### Signal wires on met1

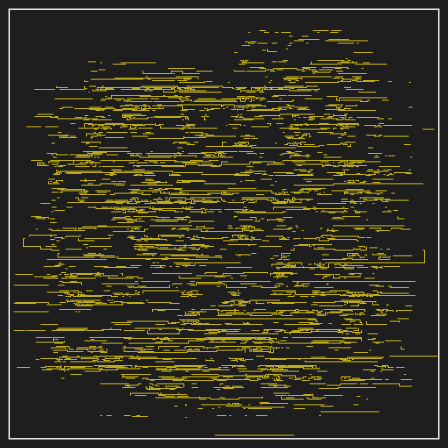
### Sequential cells coloured by netlist name

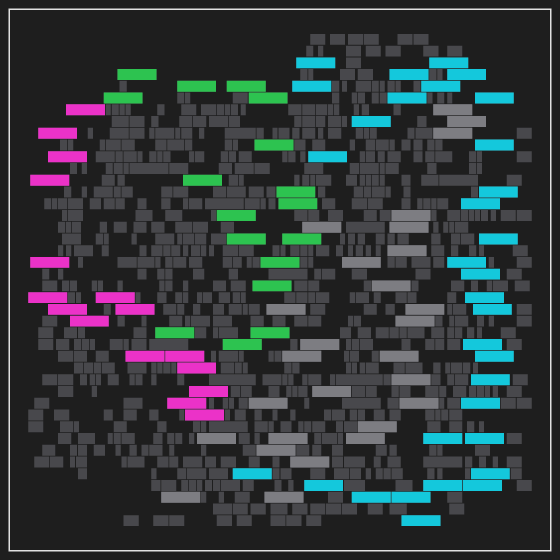
Design iter_divider, sky130hd; sources not shown.
==> job_summary.md <==
### Yosys + OpenROAD results

| Metric | Value |
|---|---|
| Hold Path Cell Cnt | 2 |
| Logic pwr share | 0.581 |
| Total Routing Usage GR | 0.214 |
| Sw power | approximately 1.7 mW |
| Registers, synthesis | 92 |
| Number of enable flip-flop cells | 0 |
| Top_reg_cell synth | dfrtp_1 |
| CP max FO | 17 |
| FP Util | 0.463 |
| Gpl congestion | ~0.9 |
| Area leader, netlist | dfrtp_1 |
| Chip width | 125 um |
| Final Instance Area | around 7300 um2 |
| Synth Net Count | slightly below 800 |
| Setup TNS | 0 ns |
| Leak | 3.13 nW |
| Commonest Layout Cell | dfrtp_1 |
| Pre-CTS WS | 1.96 ns |
| Status | finished, final reports clean |
| Die Size | between 15000 and 20000 um2 |
| Fmax | approximately 220 MHz |
| RSZ-0062 raised after global routing | no |
| Slew headroom | 0.308 |
| Clock power share | 0.144 |
| First-pass GRT wire length | between 20000 and 30000 um |
| Placed inst area | between 7000 and 8000 um2 |
| Total of warnings raised by yosys | 0 |
| HPWL Detailed | around 13000 um |
| Top cells by count | dfrtp_1, nand2_1, o21ai_0 |
| WP data required | a little over 7 ns |
| Non-filler cells, final | between 900 and 1000 |
| Longest Clk Path Bufs | 2 |
| Core Rows | between 40 and 50 |
| Post-synthesis async set-or-reset flop share | 1.00 |
| Worst setup margin | ~2.3 ns |
| Kind of critical path | input port to flip-flop |
| CTS Sinks | roughly 90 |
| Area grow syn2layout | 19.0% |
| Nets@finish | ~840 |
| Slew of the pin with the lowest slew margin | approximately 1.0 ns |
| Seq share, synth | 0.373 |
| Unique masters post-synth | 63 |
| Min Hold Slack | between 0.4 and 0.5 ns |
| Worst-path clk slew | around 0.070 ns |
| Chip Area, Yosys | around 6000 um2 |
| Fin crit period | between 4 and 5 ns |
| Cell count in the Yosys report | 716 |
| Ant. Diodes | 0 |
| PwrDens | roughly 520 nW/um2 |
| Met3 wire len | between 800 and 900 um |
| WL/cell | approximately 18 um |
| Syn Area/Cell | 8.62 um2 |
| 1st-iter DRT viols | about 500 |
| Clock root buffer | clkbuf_16 |
| Port Buffer Count | around 73 |
| Critical path endpoint category | flip-flop |
| Share of cells above drive strength 1 | 0.0489 |
| Peak supply drop | between 0.2 and 0.25 mV |
| Worst min path class | flip-flop to flip-flop |
| CP arrival | roughly 4.8 ns |
About 'Signal wires on met1':
longest straight run	35.9 um
nets with wire on the layer	769
met1 GRT Util: 0.272
drt total wl: 16700 um
Via Count: 5508

About 'Sequential cells coloured by netlist name':
colour	signal	placed flops
cyan	`result`	32
magenta	`r_dvs`	16
green	`r_rem`	17
register area: 2300 um2
final cell utilization of the core: 0.550
flop share of the area: 0.314
P_seq: 1.04 mW

cells by family (layout without fill, tap and decap cells):
group	Yosys count	count (layout)	synth area share
xor gates and xnor gates	66	66	0.0936
DFF	92	92	0.373
muxes	29	29	0.0486
buffers and inverters	71	132	0.0466
and+or+nand+nor	207	207	0.159
AOI/OAI and AO/OA	224	224	0.223
adders and majority gates	27	27	0.0559
cell type report:
type / instances / area, um2
clock buffers: 9 / 225
flip-flops and latches: 92 / 2300
multi-input cells: 553 / 3580
well taps: 176 / 220
clock inverters: 6 / 96.3
repair buffers: 79 / 773
inverters: 38 / 143
fillers: 1262 / 6000
power groups by stage:
stage	clock network, mW	registers [mW]	logic, mW
global placement	0	1.03	2.15
global route	0.575	1.08	2.44
detailed placement	0	1.05	2.19
CTS	0.555	1.04	2.21
floorplan	0	1.07	1.52
finish	0.546	1.04	2.20
layer usage:
| metal | global-route usage | vias to the layer above |
|---|---|---|
| li1 | - | 2663 |
| met4 | 0.0695 | 0 |
| met1 | 0.272 | 2646 |
| met2 | 0.370 | 174 |
| met5 | 0 | - |
| met3 | 0.0418 | 25 |
worst max-delay path: stages:
cell,delay (ns)
clkdlybuf4s50_1,0.50
or3_4,0.44
or4_4,0.43
nor2_2,0.12
nand4_2,0.32
a21oi_1,0.54
buf_4,0.31
a21oi_1,0.10
Power and IR drop assume default switching activity.
